[config.mk]
export PLATFORM = sky130hd
export DESIGN_NAME = id_stage
export DESIGN_NICKNAME = d
export VERILOG_FILES = /design/src/rtl/mips_pkg.sv /design/src/rtl/id_stage_reg_file.sv /design/src/rtl/id_stage.sv
export SDC_FILE = /design/constraint.sdc
export NUM_CORES = 2
export LEC_CHECK = 0
export CORE_ASPECT_RATIO = 1.75
export CORE_UTILIZATION = 40
export CTS_BUF_LIST = sky130_fd_sc_hd__clkbuf_2 sky130_fd_sc_hd__clkbuf_4 sky130_fd_sc_hd__clkbuf_8
export DETAILED_ROUTE_END_ITERATION = 12
export GPL_TIMING_DRIVEN = 1
export SETUP_SLACK_MARGIN = 0.4
export SYNTH_ARGS = -nofsm -noshare
export SYNTH_HDL_FRONTEND = slang
export SYNTH_HIERARCHICAL = 1
export SYNTH_SLANG_ARGS = --single-unit
[constraint.sdc]
create_clock -name clk -period 47.4 [get_ports clk]
set_clock_uncertainty 0.05 [all_clocks]
set_input_delay 9.48 -clock clk [delete_from_list [all_inputs] [get_ports clk]]
set_output_delay 9.48 -clock clk [all_outputs]
set_load 0.02 [all_outputs]
[src/rtl/mips_pkg.sv]
// Shared definitions for the 5-stage MIPS pipeline: opcodes, ALU op encodings and the control bundle.
package mips_pkg;

  localparam logic [5:0] OP_RTYPE = 6'h00;
  localparam logic [5:0] OP_LW    = 6'h23;
  localparam logic [5:0] OP_SW    = 6'h2B;
  localparam logic [5:0] OP_BEQ   = 6'h04;
  localparam logic [5:0] OP_ADDI  = 6'h08;
  localparam logic [5:0] OP_J     = 6'h02;

  localparam logic [1:0] ALUOP_ADD   = 2'b00;
  localparam logic [1:0] ALUOP_SUB   = 2'b01;
  localparam logic [1:0] ALUOP_FUNCT = 2'b10;

  typedef struct packed {
    logic [1:0] alu_op;
    logic       alu_src;
    logic       reg_dst;
    logic       mem_read;
    logic       mem_write;
    logic       mem_to_reg;
    logic       reg_write;
    logic       branch;
    logic       jump;
  } ctrl_t;

  localparam ctrl_t CTRL_NOP = '0;

  function automatic ctrl_t decode_ctrl(input logic [5:0] op);
    ctrl_t c;
    c = CTRL_NOP;
    case (op)
      OP_RTYPE: begin c.reg_dst = 1'b1; c.reg_write = 1'b1; c.alu_op = ALUOP_FUNCT; end
      OP_LW:    begin c.alu_src = 1'b1; c.mem_to_reg = 1'b1; c.mem_read = 1'b1;
                      c.reg_write = 1'b1; c.alu_op = ALUOP_ADD; end
      OP_SW:    begin c.alu_src = 1'b1; c.mem_write = 1'b1; c.alu_op = ALUOP_ADD; end
      OP_BEQ:   begin c.branch = 1'b1; c.alu_op = ALUOP_SUB; end
      OP_ADDI:  begin c.alu_src = 1'b1; c.reg_write = 1'b1; c.alu_op = ALUOP_ADD; end
      OP_J:     c.jump = 1'b1;
      default:  c = CTRL_NOP;
    endcase
    return c;
  endfunction

endpackage

[src/rtl/id_stage_reg_file.sv]
// 32x32 register file: two async read ports with same-cycle write-through, one sync write port.
// $0 is hardwired to zero; all registers clear on reset.
module reg_file (
  input  logic        i_clk,
  input  logic        i_rst,
  input  logic [4:0]  i_raddr1,
  input  logic [4:0]  i_raddr2,
  output logic [31:0] o_rdata1,
  output logic [31:0] o_rdata2,
  input  logic        i_we,
  input  logic [4:0]  i_waddr,
  input  logic [31:0] i_wdata
);

  logic [31:0] r_regs [32];

  always_ff @(posedge i_clk or posedge i_rst) begin
    if (i_rst) begin
      for (int i = 0; i < 32; i++) r_regs[i] <= '0;
    end else if (i_we && (i_waddr != 5'd0)) begin
      r_regs[i_waddr] <= i_wdata;
    end
  end

  // Write-through lets WB feed ID in the same cycle without a stall.
  assign o_rdata1 = (i_raddr1 == 5'd0) ? 32'd0 :
                    (i_we && (i_waddr == i_raddr1)) ? i_wdata : r_regs[i_raddr1];
  assign o_rdata2 = (i_raddr2 == 5'd0) ? 32'd0 :
                    (i_we && (i_waddr == i_raddr2)) ? i_wdata : r_regs[i_raddr2];

endmodule

[src/rtl/id_stage.sv]
// Decode stage plus ID/EX register; latency 1. Load-use hazards raise a combinational Stall
// and inject one bubble; Flush kills the instruction entering EX.
module id_stage
  import mips_pkg::*;
#(
  parameter logic [31:0] RESET_PC_ADD4 = 32'h0000_0004
) (
  input  logic        clk,
  input  logic        rst,
  input  logic [31:0] IFtoID_PCadd4,
  input  logic [31:0] IFtoID_Instr,
  input  logic        WB_RegWrite,
  input  logic [4:0]  WB_WriteReg,
  input  logic [31:0] WB_WriteData,
  input  logic        Flush,
  output logic        Stall,
  output logic [31:0] IDtoEX_PCadd4,
  output logic [31:0] IDtoEX_ReadData1,
  output logic [31:0] IDtoEX_ReadData2,
  output logic [31:0] IDtoEX_Imm,
  output logic [4:0]  IDtoEX_Rs,
  output logic [4:0]  IDtoEX_Rt,
  output logic [4:0]  IDtoEX_Rd,
  output logic [5:0]  IDtoEX_funct,
  output logic [25:0] IDtoEX_j_address,
  output logic [1:0]  IDtoEX_ALUop,
  output logic        IDtoEX_ALUSrc,
  output logic        IDtoEX_RegDst,
  output logic        IDtoEX_MemRead,
  output logic        IDtoEX_MemWrite,
  output logic        IDtoEX_MemtoReg,
  output logic        IDtoEX_RegWrite,
  output logic        IDtoEX_Branch,
  output logic        IDtoEX_Jump
);

  logic [4:0]  w_rs, w_rt, w_rd;
  logic [31:0] w_imm, w_rdata1, w_rdata2;
  logic        w_unused_shamt;
  ctrl_t       w_ctrl;

  logic [31:0] r_pcadd4, r_rdata1, r_rdata2, r_imm;
  logic [4:0]  r_rs, r_rt, r_rd;
  logic [5:0]  r_funct;
  logic [25:0] r_jaddr;
  ctrl_t       r_ctrl;

  assign w_rs           = IFtoID_Instr[25:21];
  assign w_rt           = IFtoID_Instr[20:16];
  assign w_rd           = IFtoID_Instr[15:11];
  assign w_imm          = {{16{IFtoID_Instr[15]}}, IFtoID_Instr[15:0]};
  assign w_ctrl         = decode_ctrl(IFtoID_Instr[31:26]);
  assign w_unused_shamt = ^IFtoID_Instr[10:6];

  reg_file u_reg_file (
    .i_clk    (clk),
    .i_rst    (rst),
    .i_raddr1 (w_rs),
    .i_raddr2 (w_rt),
    .o_rdata1 (w_rdata1),
    .o_rdata2 (w_rdata2),
    .i_we     (WB_RegWrite),
    .i_waddr  (WB_WriteReg),
    .i_wdata  (WB_WriteData)
  );

  // Rt is compared even for formats that don't read it; a spurious stall costs one cycle only.
  assign Stall = r_ctrl.mem_read && (r_rt != 5'd0) && ((r_rt == w_rs) || (r_rt == w_rt));

  always_ff @(posedge clk or posedge rst) begin
    if (rst) begin
      r_pcadd4 <= RESET_PC_ADD4;
      r_rdata1 <= '0;
      r_rdata2 <= '0;
      r_imm    <= '0;
      r_rs     <= '0;
      r_rt     <= '0;
      r_rd     <= '0;
      r_funct  <= '0;
      r_jaddr  <= '0;
      r_ctrl   <= CTRL_NOP;
    end else begin
      r_pcadd4 <= IFtoID_PCadd4;
      r_rdata1 <= w_rdata1;
      r_rdata2 <= w_rdata2;
      r_imm    <= w_imm;
      r_rs     <= w_rs;
      r_rt     <= w_rt;
      r_rd     <= w_rd;
      r_funct  <= IFtoID_Instr[5:0];
      r_jaddr  <= IFtoID_Instr[25:0];
      r_ctrl   <= (Flush || Stall) ? CTRL_NOP : w_ctrl;
    end
  end

  assign IDtoEX_PCadd4    = r_pcadd4;
  assign IDtoEX_ReadData1 = r_rdata1;
  assign IDtoEX_ReadData2 = r_rdata2;
  assign IDtoEX_Imm       = r_imm;
  assign IDtoEX_Rs        = r_rs;
  assign IDtoEX_Rt        = r_rt;
  assign IDtoEX_Rd        = r_rd;
  assign IDtoEX_funct     = r_funct;
  assign IDtoEX_j_address = r_jaddr;
  assign IDtoEX_ALUop     = r_ctrl.alu_op;
  assign IDtoEX_ALUSrc    = r_ctrl.alu_src;
  assign IDtoEX_RegDst    = r_ctrl.reg_dst;
  assign IDtoEX_MemRead   = r_ctrl.mem_read;
  assign IDtoEX_MemWrite  = r_ctrl.mem_write;
  assign IDtoEX_MemtoReg  = r_ctrl.mem_to_reg;
  assign IDtoEX_RegWrite  = r_ctrl.reg_write;
  assign IDtoEX_Branch    = r_ctrl.branch;
  assign IDtoEX_Jump      = r_ctrl.jump;

endmodule

==> run notes <==
run metrics: outcome complete, no violations, Core Rows 186, RePlAce Congestion 0.8214, area share, top type 0.4885, CTS resizes 0, WL final 207100 microns, Tightest Pin Transition 1.260 ns, synthesis-to-finish area growth 12.99%, first-pass GRT wire length 297700 microns, Arr. time, crit path 11.66 ns, number of logic gates 2394, Dominant flop cell dfrtp_1, Min Hold Slack 0.3425 ns, Warnings, synthesis 6, ClkCell Share 0.05687, largest net degree at the start of global routing 111, CP max stage cell clkdlybuf4s50_1, Slew headroom 0.1573, flop count 1155, Post-Syn Nets 4149, biggest area consumer among synthesized cells dfrtp_1, Starting DRT DRC Count 3151, Worst R2R Start u_reg_file/r_regs[333]$_DFFE_PP0P_, Clk Tree Root Cell clkbuf_8, Nets 4232, Tool Warnings 31, Core Region 146600 sq um, data required time of the worst path 37.87 ns, CTS tree yes, final-report hold violation count 0, cts bufs inserted 175, Critical Path Start Type primary input, gr ovfl total 0, worst-path cell chain buf_2, buf_4, xnor2_1, nand3_1, o22ai_2, and2_1, clkdlybuf4s50_1, die height 510.6 microns, critical path launch point IFtoID_Instr[19], WL per Instance 33.68 microns, HPWL Detailed 119500 microns, maximum vdd ir drop 0.00002026 V, vias 38650, hold path startpoint u_reg_file/r_regs[998]$_DFFE_PP0P_, # setup viols final 0, Flop area 28900 sq um, Non-Clock Buffer Count 397, post-layout min period 21.19 ns, Vias per Instance 6.287, FFs w/ async S/R, synth 1.000, Unique cell types 60, yosys cell count 4044, Seq cells post-synth 1155, post-route ant nets 0, Max FO, Critical Path 28, CTS max path bufs 3, clk slew on worst S/H paths 0.06 ns, CP peak stage delay 0.61 ns, fin area 66800 sq um, Pre-antenna DRT Iters 5, # Post-CTS Setup Buffers 0, Yosys Chip Area 59120 sq um, htree depth 4, FP Util 0.4032, Post-synth seq share 0.4889, Gate Count Post-Synth 4044, Syn Area/Cell 14.62 sq um, Final Cycle Share 0.4470, Setup TNS Final 0 ns, Worst path top cell family by delay buffers and inverters, synthesized area 59120 sq um, Achievable Freq 0.04720 GHz, hold buffers post-CTS 0, critical path type in -> out, non-clock inverter count in the final layout 4, Pins Over Slew Limit 0, Max-Cap Viols 0, post-layout util 0.4556, die area 149400 sq um, fillers 13070, fraction of area in registers 0.4327, RSZ-0062 raised after global routing no, top cells, area dfrtp_1 49%, mux2_2 20%, mux4_2 15%, initial antenna violation count 13, layout cells sized above 1 0.4517, IO Port Bufs 290, clock sinks 1155, Leak 28.85 nW, vias in the first global route 40570, EDFF count, synth 0, Antenna diodes 2, Well Taps 1880, top cell category sequential cells, Data buffer area share 0.05631, # DRC 0, logic share of the area 0.4184, CP Capture Type output port, num ports 291, combinational gate area 27940 sq um, Cell Pwr Density 41.21 nW/um^2, Buf/Inv on CP 3, min-delay worst type reg -> reg, area post-placement 62990 sq um, die span in x 292.6 microns, Tot GR Track Use 0.2778
==> kinds of logic after synthesis <==
| kind of cell | count (synthesis) | synth area share |
|---|---|---|
| compound gates | 412 | 0.05033 |
| mux | 1682 | 0.3920 |
| simple gates | 280 | 0.02328 |
| buf+inv | 495 | 0.04254 |
| xor+xnor | 20 | 0.002963 |
| flops | 1155 | 0.4889 |
==> Yosys cell counts, types with 50 or more instances <==
library cell / instances
mux2i_1: 233
dfrtp_1: 1154
nor3_1: 50
nor2_1: 71
a22oi_1: 63
o21ai_0: 63
buf_4: 76
clkbuf_1: 205
mux2_2: 1052
o22ai_1: 67
nand2_1: 74
buf_2: 132
mux4_2: 383
buf_1: 55
==> registers in the layout (all words and copies together), names as in the netlist <==
register and flops:
IDtoEX_PCadd4 32, IDtoEX_RegWrite 1, IDtoEX_ALUop 2, IDtoEX_ReadData2 32, IDtoEX_RegDst 1, IDtoEX_Jump 1
u_reg_file/r_regs 1024, IDtoEX_MemRead 1, IDtoEX_MemWrite 1, IDtoEX_Branch 1, IDtoEX_j_address 26, IDtoEX_ReadData1 32
IDtoEX_ALUSrc 1
==> stage by stage <==
step	power (W)	worst slack (ns)	instances
2_1_floorplan	0.001690	9.054	4044
3_3_place_gp	0.001848	26.12	5830
3_5_place_dp	0.001867	26.22	5830
4_1_cts	0.002771	26.20	6146
5_1_grt	0.002870	26.08	6148
6_report	0.002753	26.21	6148
==> layer usage <==
layer,part of all wire,up-vias,GRT usage
li1,-,15600,-
met1,0.38,21040,0.3331
met2,0.51,1486,0.4777
met3,0.057,519,0.04667
met4,0.056,10,0.1478
met5,0.00029,-,0
==> layout by cell type (no fill, tap or decap), types with 19 or more instances in the layout <==
| master | n |
|---|---|
| a32o_1 | 33 |
| o22ai_1 | 67 |
| o21ai_0 | 63 |
| a22oi_1 | 63 |
| mux2i_1 | 233 |
| clkdlybuf4s50_1 | 280 |
| clkinv_2 | 23 |
| o221ai_1 | 47 |
| nor2_4 | 19 |
| nor3_1 | 50 |
| nor2_1 | 51 |
| clkbuf_8 | 229 |
| clkbuf_4 | 51 |
| dfrtp_1 | 1154 |
| mux2_2 | 1052 |
| a21oi_1 | 36 |
| a211oi_1 | 38 |
| buf_4 | 105 |
| nand2_1 | 59 |
| mux4_2 | 383 |
==> final timing paths <==
path	slack [ns]	to	cells after the start
setup / recovery	26.21	Stall	7
hold / removal	0.34	u_reg_file/r_regs[998]$_DFFE_PP0P_	0
setup reg to reg	45.36	IDtoEX_ReadData2[13]$_DFF_PP0_	5
hold reg to reg	0.34	u_reg_file/r_regs[998]$_DFFE_PP0P_	0
max in group asynchronous	34.43	u_reg_file/r_regs[142]$_DFFE_PP0P_	6
min in group asynchronous	9.14	IDtoEX_ReadData2[27]$_DFF_PP0_	2
==> power by group <==
group | total [W] | leakage [nW] | internal [W] | switching [W]
registers | 0.00129 | 14.7 | 0.00116 | 0.000129
clock network | 0.000899 | 2.03 | 0.000478 | 0.000421
logic | 0.000561 | 12.1 | 0.000322 | 0.000239
### Sequential cells colored by netlist name

Bar = 100 microns. Other sequential cells in the stronger gray, the rest of the logic in the fainter gray.
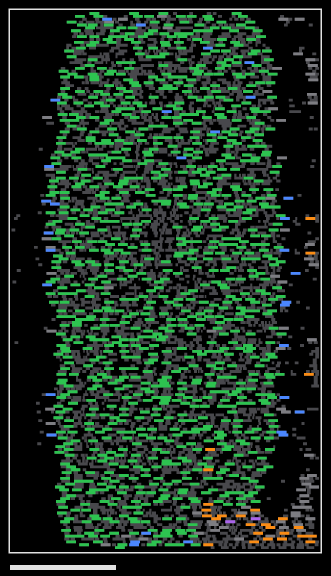
Key: IDtoEX_j_address = orange [sequential cells 26, where lower right]; IDtoEX_ALUop = purple [sequential cells 2]; IDtoEX_ReadData2 = blue [sequential cells 32, where spread over the die]; u_reg_file/r_regs = green [sequential cells 1024]
Another 71 sequential cells are not colored.

### Clock nets

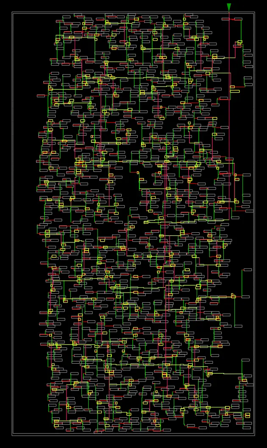
Late-Pin Clk Latency: 0.90 ns
clock buffer count: 278

### Zoomed window

Bar = 20 microns. Region (121, 332) to (171, 382) microns. Cells in gray, sequential cells in the stronger gray; small squares are vias.
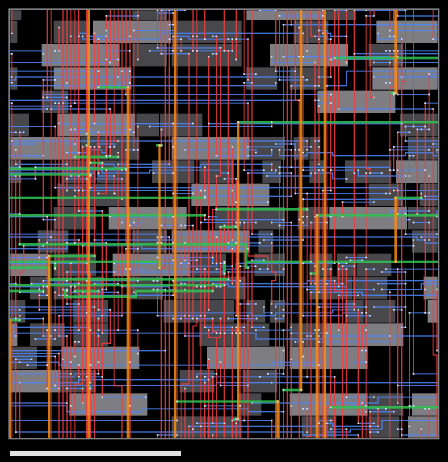
Key: met1 = blue; met2 = red; met3 = green; met4 = orange
Sequential cells in the window: 23. 91 logic cells have their middle in the window. Netlist names of flops here include u_reg_file/r_regs (22), IDtoEX_ReadData2 (1). Most frequent: mux2_2 (27), dfrtp_1 (23), mux2i_1 (10).

### I/O pins on the die edge

Bar = 100 microns. Pins as bars across the die edge, other pins in gray.
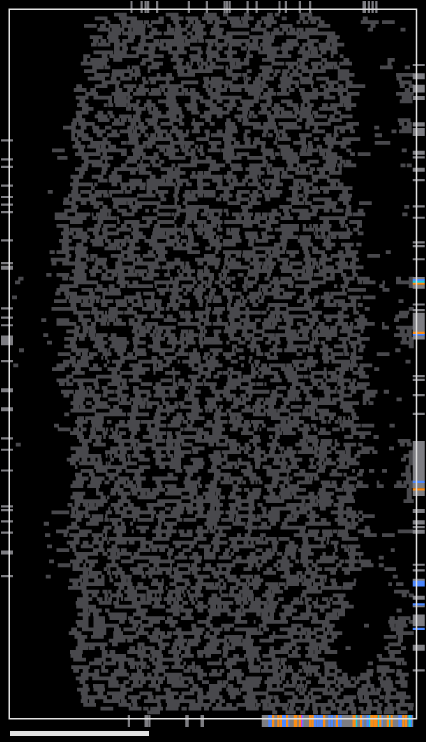
Key: IFtoID_Instr = blue [pins 32, direction input, edge 24 bottom, 8 right]; IDtoEX_MemWrite = magenta [pins 1, direction output, edge bottom]; IDtoEX_j_address = orange [pins 26, direction output, edge 23 bottom, 3 right]; IDtoEX_funct = cyan [pins 6, direction output, edge 5 bottom, 1 right]

### Metal 1

Bar = 100 microns.
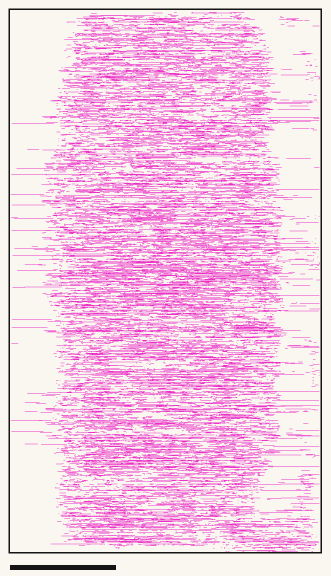
4001 nets have wire on it. The longest straight run is 125 microns. The layer carries 78.4 mm of wire. The wires run mostly horizontal. The layer holds 38% of the routed length.

No activity file was given, so power comes from the tool's default toggle rates.
